### Routed metal, one colour a layer, run 1

Scale: 4 px per micron.
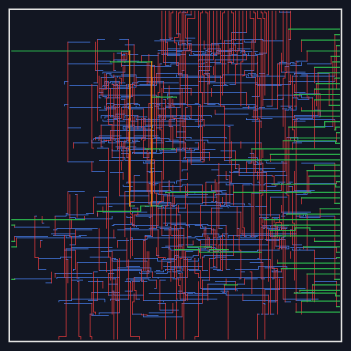
### I/O nets highlighted, run 1

Scale: 6 px per micron.
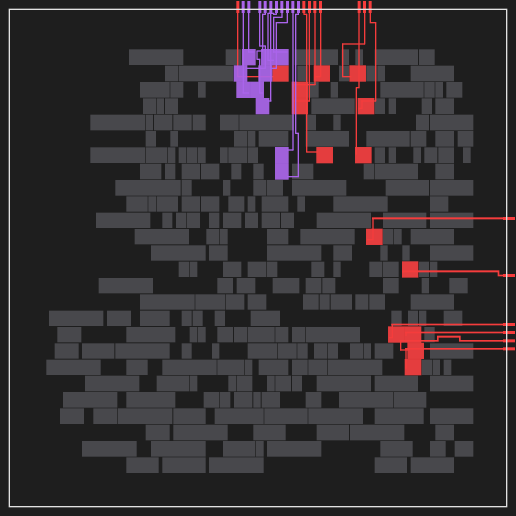
### Gate families picked out, run 1

Scale: 4 px per micron.
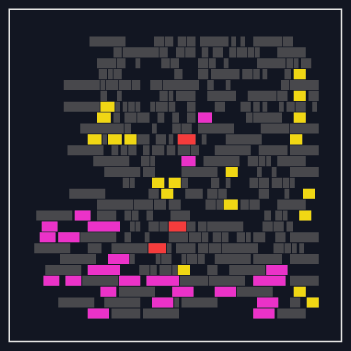
File: config.mk
export PLATFORM = sky130hd
export DESIGN_NAME = dt_ctrl
export DESIGN_NICKNAME = d
export VERILOG_FILES = /design/src/rtl/dt_pkg.sv /design/src/rtl/dt_res_mux.sv /design/src/rtl/dt_ctrl.sv
export SDC_FILE = /design/constraint.sdc
export NUM_CORES = 1
export LEC_CHECK = 0
export CAP_MARGIN = 20
export CORE_MARGIN = 5
export CORE_UTILIZATION = 45
export DETAILED_ROUTE_END_ITERATION = 7
export DONT_BUFFER_PORTS = 1
export SETUP_SLACK_MARGIN = 0.05
export SYNTH_ARGS = -nofsm -noshare
export SYNTH_HDL_FRONTEND = slang
export SYNTH_SLANG_ARGS = --single-unit
File: constraint.sdc
create_clock -name clk -period 3.2 [get_ports clk]
set_input_delay 0.32 -clock clk [delete_from_list [all_inputs] [get_ports clk]]
set_output_delay 0.32 -clock clk [all_outputs]
set_load 0.05 [all_outputs]
File: src/rtl/dt_pkg.sv
// Shared types and constants for the distance-transform controller slice.
package dt_pkg;

    localparam int IMG_W     = 128;
    localparam int ROM_WORDS = 1024;
    localparam int RES_AW    = 14;
    localparam int STI_AW    = 10;

    typedef enum logic [2:0] {
        IDLE,
        LD_RD,
        LD_WR,
        FWD,
        BWD,
        FIN
    } state_t;

    typedef enum logic [1:0] {
        SEL_NONE,
        SEL_LOAD,
        SEL_FWD,
        SEL_BWD
    } res_sel_t;

endpackage

File: src/rtl/dt_res_mux.sv
// Result-RAM port multiplexer: picks the load path, one of the two engines, or nothing.
module dt_res_mux
    import dt_pkg::*;
(
    input  res_sel_t              sel,
    input  logic [RES_AW-1:0]     load_addr,
    input  logic [7:0]            load_do,
    input  logic [RES_AW-1:0]     res_addr_for,
    input  logic [7:0]            res_do_for,
    input  logic                  for_done,
    input  logic [RES_AW-1:0]     res_addr_bwd,
    input  logic [7:0]            res_do_bwd,
    input  logic                  bwd_done,
    output logic                  res_rd,
    output logic                  res_wr,
    output logic [RES_AW-1:0]     res_addr,
    output logic [7:0]            res_do
);

    always_comb begin
        res_rd   = 1'b0;
        res_wr   = 1'b0;
        res_addr = '0;
        res_do   = '0;
        case (sel)
            SEL_LOAD: begin
                res_wr   = 1'b1;
                res_addr = load_addr;
                res_do   = load_do;
            end
            // An engine reads until it reports its result, then writes.
            SEL_FWD: begin
                res_wr   = for_done;
                res_rd   = !for_done;
                res_addr = res_addr_for;
                res_do   = res_do_for;
            end
            SEL_BWD: begin
                res_wr   = bwd_done;
                res_rd   = !bwd_done;
                res_addr = res_addr_bwd;
                res_do   = res_do_bwd;
            end
            default: ;
        endcase
    end

endmodule

File: src/rtl/dt_ctrl.sv
// Distance-transform sequencer: unpacks the STI ROM into the result RAM, then
// runs the forward and backward engines and reports completion.
module dt_ctrl #(
    parameter int IMG_W     = dt_pkg::IMG_W,
    parameter int ROM_WORDS = dt_pkg::ROM_WORDS
) (
    input  logic                      clk,
    input  logic                      reset,
    input  logic                      start,
    output logic                      done,
    output logic                      eng_reset,
    output logic                      sti_rd,
    output logic [dt_pkg::STI_AW-1:0] sti_addr,
    input  logic [15:0]               sti_di,
    output logic                      res_rd,
    output logic                      res_wr,
    output logic [dt_pkg::RES_AW-1:0] res_addr,
    output logic [7:0]                res_do,
    output logic                      for_load_en,
    output logic                      for_en,
    input  logic                      for_load_done,
    input  logic                      for_done,
    input  logic                      for_op_done,
    input  logic [dt_pkg::RES_AW-1:0] res_addr_for,
    input  logic [7:0]                res_do_for,
    output logic                      bwd_load_en,
    output logic                      bwd_en,
    input  logic                      bwd_load_done,
    input  logic                      bwd_done,
    input  logic                      bwd_op_done,
    input  logic [dt_pkg::RES_AW-1:0] res_addr_bwd,
    input  logic [7:0]                res_do_bwd
);

    import dt_pkg::*;

    localparam int AW = 2 * $clog2(IMG_W);
    localparam logic [STI_AW-1:0] LAST_W = STI_AW'(ROM_WORDS - 1);

    state_t            state_q, state_d;
    logic [STI_AW-1:0] w_q, w_d;
    logic [3:0]        k_q, k_d;
    logic [15:0]       word_q, word_d;
    res_sel_t          res_sel;
    logic [AW-1:0]     load_addr;
    logic              load_bit;

    // The engines' load-done flags carry no sequencing meaning here.
    logic unused_status;
    assign unused_status = for_load_done ^ bwd_load_done;

    assign load_addr = {w_q, k_q};

    // NOTE: every always_comb output gets a default first so no latch is inferred.
    always_comb begin
        state_d     = state_q;
        w_d         = w_q;
        k_d         = k_q;
        word_d      = word_q;
        done        = 1'b0;
        eng_reset   = 1'b0;
        sti_rd      = 1'b0;
        sti_addr    = '0;
        for_load_en = 1'b0;
        for_en      = 1'b0;
        bwd_load_en = 1'b0;
        bwd_en      = 1'b0;
        res_sel     = SEL_NONE;
        // ROM data is live only in the first bit cycle; later bits come from the copy.
        load_bit    = (k_q == 4'd0) ? sti_di[15] : word_q[4'd15 - k_q];

        case (state_q)
            IDLE: begin
                if (start) begin
                    state_d = LD_RD;
                    w_d     = '0;
                    k_d     = '0;
                end
            end
            LD_RD: begin
                eng_reset = 1'b1;
                sti_rd    = 1'b1;
                sti_addr  = w_q;
                k_d       = '0;
                state_d   = LD_WR;
            end
            LD_WR: begin
                eng_reset = 1'b1;
                res_sel   = SEL_LOAD;
                k_d       = k_q + 4'd1;
                if (k_q == 4'd0) word_d = sti_di;
                if (k_q == 4'd15) begin
                    if (w_q == LAST_W) begin
                        state_d = FWD;
                    end else begin
                        w_d     = w_q + 1'b1;
                        state_d = LD_RD;
                    end
                end
            end
            FWD: begin
                eng_reset   = 1'b1;
                for_load_en = 1'b1;
                for_en      = 1'b1;
                res_sel     = SEL_FWD;
                if (for_op_done) state_d = BWD;
            end
            BWD: begin
                eng_reset   = 1'b1;
                bwd_load_en = 1'b1;
                bwd_en      = 1'b1;
                res_sel     = SEL_BWD;
                if (bwd_op_done) state_d = FIN;
            end
            FIN: begin
                done = 1'b1;
                if (start) begin
                    state_d = LD_RD;
                    w_d     = '0;
                    k_d     = '0;
                end
            end
            default: state_d = IDLE;
        endcase
    end

    // NOTE: state uses non-blocking assignments; word_q is a single register, so it is reset too.
    always_ff @(posedge clk or negedge reset) begin
        if (!reset) begin
            state_q <= IDLE;
            w_q     <= '0;
            k_q     <= '0;
            word_q  <= '0;
        end else begin
            state_q <= state_d;
            w_q     <= w_d;
            k_q     <= k_d;
            word_q  <= word_d;
        end
    end

    dt_res_mux u_res_mux (
        .sel          (res_sel),
        .load_addr    (load_addr),
        .load_do      ({7'b0, load_bit}),
        .res_addr_for (res_addr_for),
        .res_do_for   (res_do_for),
        .for_done     (for_done),
        .res_addr_bwd (res_addr_bwd),
        .res_do_bwd   (res_do_bwd),
        .bwd_done     (bwd_done),
        .res_rd       (res_rd),
        .res_wr       (res_wr),
        .res_addr     (res_addr),
        .res_do       (res_do)
    );

endmodule

==> run notes, run 1 <==
Purpose: to document the outcome of synthesis and place and route.

Flow run
Max-cap violations in this run came to 0.

Status
The run finished with clean final reports.

Worst setup path
The worst setup path startpoint is k_q[0]$_DFFE_PN0P_. The setup slack on the worst flop-to-flop path is roughly 0.77 ns.

Clock tree
The skew report gives the latency at the later pin of the worst-skew pair as 0.29 ns. The clock H-tree reported by CTS has 2 levels. The number of gates resized after CTS was 0.

Global route
Entering global routing, the biggest net connects 34 pins. For met2 alone, demand over resource in global routing was between 30% and 40%.

Synth
The netlist uses roughly 48 different library cells. The most common flop cell mapped by yosys is sky130_fd_sc_hd__dfrtp_1.

Floorplan
According to the floorplan report, the die width is slightly above 80 microns.

Hold path
The worst hold path stage count is 1. The path type of the worst min-delay path is input port to register. The worst hold path terminates at word_q[15]$_DFFE_PN0P_.

Finish
The clock buffer count in the final layout is 6. The final-layout non-clock buffer area share is between 10% and 20%.

Final timing
The worst path meets setup with 0.616 ns of slack. For this run, the top clock speed supported by timing is 387 MHz.
About 'Routed metal, one colour a layer':
Key: red = met2 [wire length 3190 microns]; orange = met4 [wire length 74.8 microns]; blue = met1 [wire length 2660 microns]; green = met3 [wire length 616 microns]
All-Layer GR Usage: 19.0%
routed wire length: 6540 microns
detail-routed net length per standard cell: 19.0 microns
total via count after detailed routing: 2065

About 'I/O nets highlighted':
Key: purple = sti_addr [bits 10, direction output, edge top, end cells 10, buffers 0, wire 155 microns]; red = res_addr_bwd [bits 14, direction input, edge 8 top, 6 right, end cells 14, buffers 0, wire 273 microns]
buffers added on ports: 0
I/O pin total: 110

About 'Gate families picked out':
Key: yellow = AND-OR and OR-AND gates [cells 19]; red = adder and majority cells [cells 3]; magenta = multiplexers [cells 22]
multi-input gate share of total cell area: 46.5%
tally of non-filler cells in the final layout: 344
top logic cell by instance count in the layout: sky130_fd_sc_hd__dfrtp_1

## run 1: cells by family after synthesis
family | after synthesis | share of synthesized area (%)
adder cells (fa/ha/maj) | 3 | 1.58
AND-OR/OR-AND | 82 | 24.6
XOR/XNOR | 2 | 0.737
multiplexers | 22 | 13.8
buffers and inverters | 34 | 6.48
AND/OR/NAND/NOR | 81 | 18.1
flip-flops | 33 | 34.8
## run 1: sequential cells by signal, indices dropped and copies added (netlist names)
signal	count
word_q	16
w_q	10
k_q	4
state_q	3
==> inputs of run 2 (changes only) <==
Clock period 3.2 ns to 2.3 ns, I/O delays scaled along.
### Routed metal, one colour a layer, run 2

Scale: 4 px per micron.
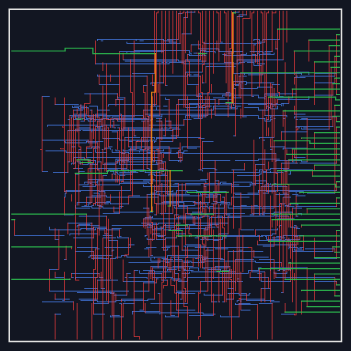
Key: blue = met1 [wire length 2870 microns]; green = met3 [wire length 609 microns]; red = met2 [wire length 3370 microns]; orange = met4 [wire length 71.6 microns]

### Clock routing, run 2

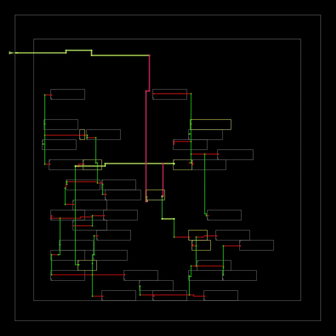
number of clock buffers inserted by TritonCTS: 5
final worst clock skew: 0.00516 ns

### I/O nets highlighted, run 2

Scale: 6 px per micron.
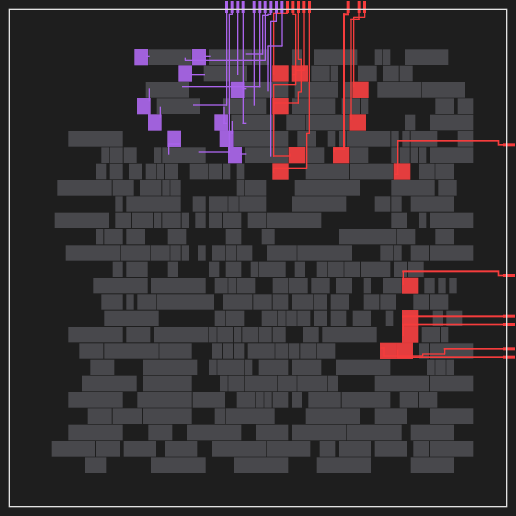
Key: purple = sti_addr [bits 10, direction output, edge top, end cells 10, buffers 10, wire 212 microns]; red = res_addr_bwd [bits 14, direction input, edge 8 top, 6 right, end cells 14, buffers 0, wire 292 microns]

==> run 2 against run 1 <==
  * Sequential cell count is the same
  * Via count grew 5.4%
  * Global-route usage is 0.93 points higher
  * Critical path type unchanged
==> run notes, run 2 <==
Purpose: to document the outcome of synthesis and place and route.

Finish
The sequential share of cell area is 24.7%. The number of flip-flops under the largest register name is 16. The class occupying the most area after layout is reported as logic gates. The fraction of cell area in multi-input combinational cells is reported as about 43%. Leaving out fill and tap cells, the most frequent cell in the layout is sky130_fd_sc_hd__buf_12. The clock buffer count in the final layout is 7. The number of signal-net buffers in the layout is roughly 56. The register with the most flip-flops is word_q. The largest registers in the layout are word_q x16, w_q x10, k_q x4. The final-layout non-clock buffer area share is around 25%.

Synth
The post-synth design cell area is roughly 0.0024 sq mm. The number of synthesized flops with an enable pin is 0. The number of synthesis warnings is 0. After synthesis the netlist holds a flip-flop and latch count of 33.

The synthesis report names the predominant flop master as sky130_fd_sc_hd__dfrtp_1. The commonest cells after synthesis are 33 x sky130_fd_sc_hd__dfrtp_1, 27 x sky130_fd_sc_hd__nand2_1, 21 x sky130_fd_sc_hd__o21ai_0.

Worst setup path
Data on the critical path is required at its endpoint by 2.07 ns. The critical path starts at k_q[0]$_DFFE_PN0P_.

Clock tree
The later pin in the worst-skew pair is clocked with a latency of roughly 0.28 ns. The CTS sink count is 33. Once the clock tree was built, the resizer swapped 2 gates to a different size.

The maximum level of the CTS H-tree is 2.

Final timing
Setup repair after global routing could not meet its margin everywhere. Timing would allow up to 445 MHz. Once routing completed, OpenROAD measured the worst setup slack at roughly 0.055 ns.

Global route
The global-route total usage across every layer is around a fifth. In this run the most used layer during global routing was met2. In the global route stage, met2 resource usage came out at a little under a third.

Entering global routing, the biggest net connects 34 pins.

Route
The overall routed net length is about 7000 microns. The number of remaining DRC errors is 0. For this sky-water flow run, the detailed-routed wirelength per cell is reported as 18.9 microns.

Hold path
The endpoint of the worst hold-timing path is word_q[5]$_DFFE_PN0P_. The report gives the cell count of the worst hold path as 1. The type recorded for the worst min-delay path is input port to register.

Status
The flow ran to the end, and the final reports show no timing, DRC or antenna violations.

Floorplan
The horizontal die dimension is about 83 microns. The boundary pin count is about 110. The core region is 0.00511 sq mm.

Place
Once detailed placement completed, the half-perimeter wirelength came to 5370 microns. The count of input and output buffers is 0.

Flow run
The max-cap check violation count is 0.
-- run 2: through the flow --
step	hold slack [ns]	util [%]	instances	area, sq um
final	0.0937	65.8	366	3360
after floorplan	-0.0656	-	257	2410
after global routing	0.0712	65.8	366	3360
after detailed placement	-0.0647	62.3	354	3180
after CTS	0.0850	65.4	365	3340
after global placement	-0.0646	62.3	354	3180
-- run 2: cell families after synthesis --
kind of cell / Yosys count / synth area share, %
AOI/OAI and AO/OA: 82 / 24.6
xor gates and xnor gates: 2 / 0.737
adders and majority gates: 3 / 1.58
buffers and inverters: 34 / 6.48
DFF: 33 / 34.8
muxes: 22 / 13.8
and+or+nand+nor: 81 / 18.1
==> inputs of run 3 (changes only) <==
Settings changed: ABC_AREA set to 1.
### Gate families picked out, run 3

Scale: 4 px per micron.
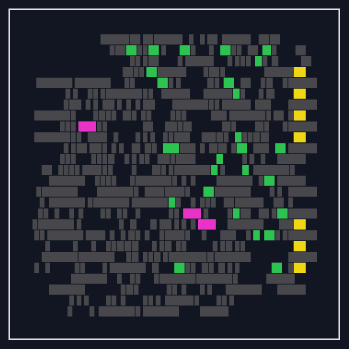
Key: green = inverting AOI/OAI gates [cells 26]; yellow = AND-OR and OR-AND gates [cells 7]; magenta = adder and majority cells [cells 3]
top logic cell by instance count in the layout: sky130_fd_sc_hd__nand2_1
multi-input gate share of total cell area: 42.3%

### I/O nets highlighted, run 3

Scale: 6 px per micron.
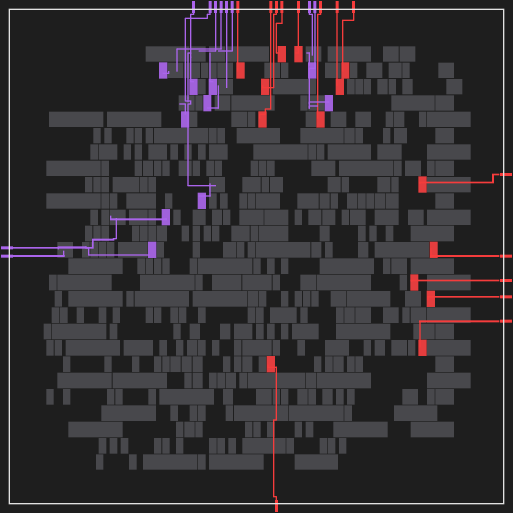
Key: purple = sti_addr [bits 10, direction output, edge 8 top, 2 left, end cells 10, buffers 10, wire 218 microns]; red = res_addr_bwd [bits 14, direction input, edge 8 top, 5 right, 1 bottom, end cells 14, buffers 0, wire 200 microns]

==> run 3 against run 2 <==
  * Critical path depth increased by 4
  * First-iteration DRC count shrank 46%
  * Synthesized cell count up 38%
  * Register-to-register slack improved by 0.37 ns
  * Clock skew about the same
  * Cell count grew 27%
  * Non-clock buffer count shrank 11
  * Largest cell class unchanged
  * Via count is 7.7% higher
  * Routed wire length down 5.3%
  * Cell area fell by 8.0%
  * Worst hold slack lost 0.025 ns
==> run notes, run 3 <==
Purpose: to document the outcome of synthesis and place and route.

Final timing
Hold timing on the final database bottoms out at a slack of roughly 0.069 ns. The highest clock rate this design can be run at is between 400 and 500 MHz. The worst-case clock skew is 0.00544 ns.

Finish
In the final layout, excluding clock buffers the buffer count is about 45. Buffers outside the clock tree occupy about a fifth of the routed design's cell area. By area, the class that comes first in the final layout consists of logic gates.

The largest registers in the layout are word_q x16, w_q x10, k_q x4. The clock buffer count in the final layout is 7. The number of flip-flops under the largest register name is 16.

The finished layout cell area is between 0.003 and 0.004 sq mm. The sequential share of cell area is between 20% and 30%.

Synth
The synthesis report lists the Yosys warning total as 0. Summing the areas of all fa, ha and maj instances in the mapped netlist gives 1.60% of the synthesized area. In this run the cell area of the synthesized design comes to around 0.0023 sq mm.

Synthesis inferred 33 register bits. The and-or/or-and share of the synthesized area is 10.1%. The xor and xnor fraction of the mapped netlist area is under 10%. The number of different library cells in the post-synthesis netlist is 28. The most common flop cell mapped by yosys is sky130_fd_sc_hd__dfrtp_1. The synthesis run shows the most used standard cells to be 164 x sky130_fd_sc_hd__nand2_1, 33 x sky130_fd_sc_hd__dfrtp_1, 31 x sky130_fd_sc_hd__nor2_1. In the synthesized netlist, the dominant kind of combinational cell is simple AND/OR/NAND/NOR gates.

Place
After legalization and detailed placement, the total HPWL measured 4930 microns. The placed instances occupy a cell area of just under 0.003 sq mm.

Route
The routed design shows a wire length per standard cell of about 14 microns. The overall routed net length is roughly 6600 microns.

Floorplan
According to the floorplan report, the placeable core area is 0.00507 sq mm.

Clock tree
Clock tree synthesis found a total of 33 sinks. Per the skew report, the later register of the worst-skew pair sees a clock latency of roughly 0.27 ns. CTS added clock buffers totalling 5. The maximum level of the CTS H-tree is 2.

Global route
The routing layer with the top usage in global route is met2. Summed over all routing layers, the global router reports a total usage of 19.2%. met2 track demand over resource after global routing is between 30% and 40%. The maximum number of pins on one net before global-route repair is 34.

Hold path
Along the worst hold path, the cell count comes to 2. In the hold report, the worst path ends at word_q[13]$_DFFE_PN0P_.

Status
The flow ran to the end, and the final reports show no timing, DRC or antenna violations.

Worst setup path
For the worst setup path, the data required time is a little over 2 ns. The worst-case reg-to-reg setup slack stands at roughly 0.57 ns.
### Clock routing, run 3

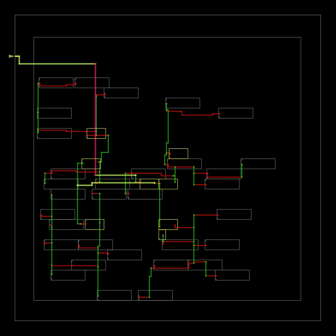
sequential cells: 33

-- run 3: cell count changes in the layout (fill, tap and decap cells not counted), sizes merged, moves of 7 or more --
cell and change:
buf -11, nor2 +30, nand2 +142, nand3 +17
a22oi -17, o211ai +12, inv +22, mux2 -16
xor2 +7, o21ai -13, and2 -16
-- run 3: what timing repair did --
action,in CTS,in global routing
gates resized,0,5
setup buffers,0,3
hold endpoints to repair,33,0
hold buffers,2,0
setup endpoints to repair,0,8
-- run 3: stage by stage --
step	utilization, %	setup slack (ns)	instances
after floorplan	-	0.0841	354
after global placement	57.6	0.442	450
after detailed placement	57.6	0.403	450
after CTS	60.2	0.0891	460
after global routing	60.9	0.0335	463
final	60.9	0.176	463
